Design tmds_serializer_n, sky130hd; sources not shown.
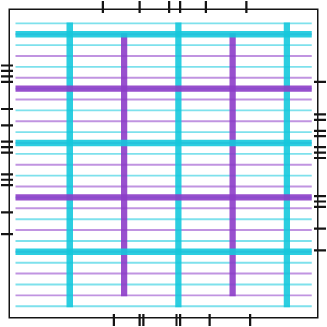
Fig. 1. PDN straps and rails.
Drawn at 4 px/µm. Pins as bars on the die edge.
legend:
  purple:
    net: VDD
  cyan:
    net: VSS
met4 straps: 5
signal pins: 40
met5 straps: 5
rows: 26
met1 rails: 27
Core Region: 5240 µm²
Horiz. Die Dim: 76.8 µm
Max IR drop VDD: 0.730 mV
Die Ht: 76.8 µm

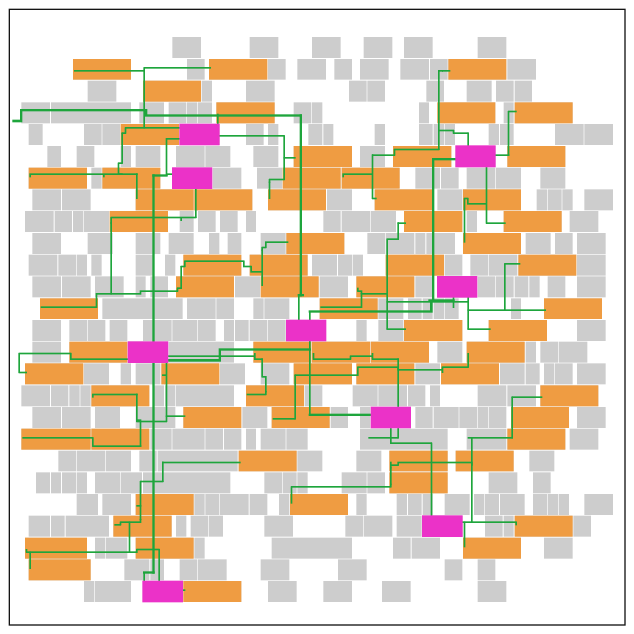
Fig. 2. Routed clock nets over the placement.
Drawn at 8 px/µm.
legend:
  orange:
    item: flip-flops
    count: 69
  green:
    item: clock wires
    length: 794 µm
  magenta:
    item: cells driving clock nets
    count: 9
flops lie: all over the die
clk_lat worst skew: 340 ps
clock power share: 0.324
clock-net power: 1270 µW

==> metrics.cfg <==
[drt]
drtIter0Drc = 112
wl_met3_um = 275
drcViolationCount = 0

[final_timing]
slew_headroom = 0.534
setup_tns_ps = 0
max_freq_mhz = 521
finalClockPeriodUsage = 0.960
slew_violations = 0
setup_viol = 0
holdWs_ps = 244

[synth]
syn-instance-count = 325
top_cell = dfxtp_1
synthMuxAreaShare = 0.105
synth_area_per_cell_um2 = 9.46
ys_top_cells_by_count = 69 x dfxtp_1, 61 x nand2b_1, 34 x nand2_1
fa_ha_area_frac = 0.00814
synth-edff-count = 0

[power]
powerSeq_uw = 1710
power_leader = sequential cells
switching_share = 0.268

[finish]
clock_buffers = 12
fillCellCount = 390
seqCellArea_um2 = 1390
ff_count = 69
stdcell_area_um2 = 3750
stdcell_count = 428
seq_share = 0.370
comb_cells = 219

[critical_path]
r2r_slack_ps = 80
worst_ep_arrival_time_ps = 1990
path_buffers = 3
crit_chain = inv_1, ha_2, and3b_2, mux2i_4, buf_12, buf_16, mux2i_1
crit_required_ps = 2070
endpoint_kind = register

[global_routing]
antenna_found_initial = 0
grt_busiest_layer = met2
grtUsageTotal = 0.218
grtUsageMet1 = 0.257
globalRoute.totalOverflow = 0
grt_util_met3 = 0.0488

[clock_network]
htree_levels = 3
cts.sinks = 69
clkTransAtPathRegs_ps = 70
hold_buffers = 0

[floorplan]
taps = 70
fp-utilization = 0.587
dieArea_um2 = 5890

[run]
cap_violations = 0
tool_warnings = 26

[run_status]
status = completed

Power figures rest on the tool's default switching activity, not on a simulated workload.
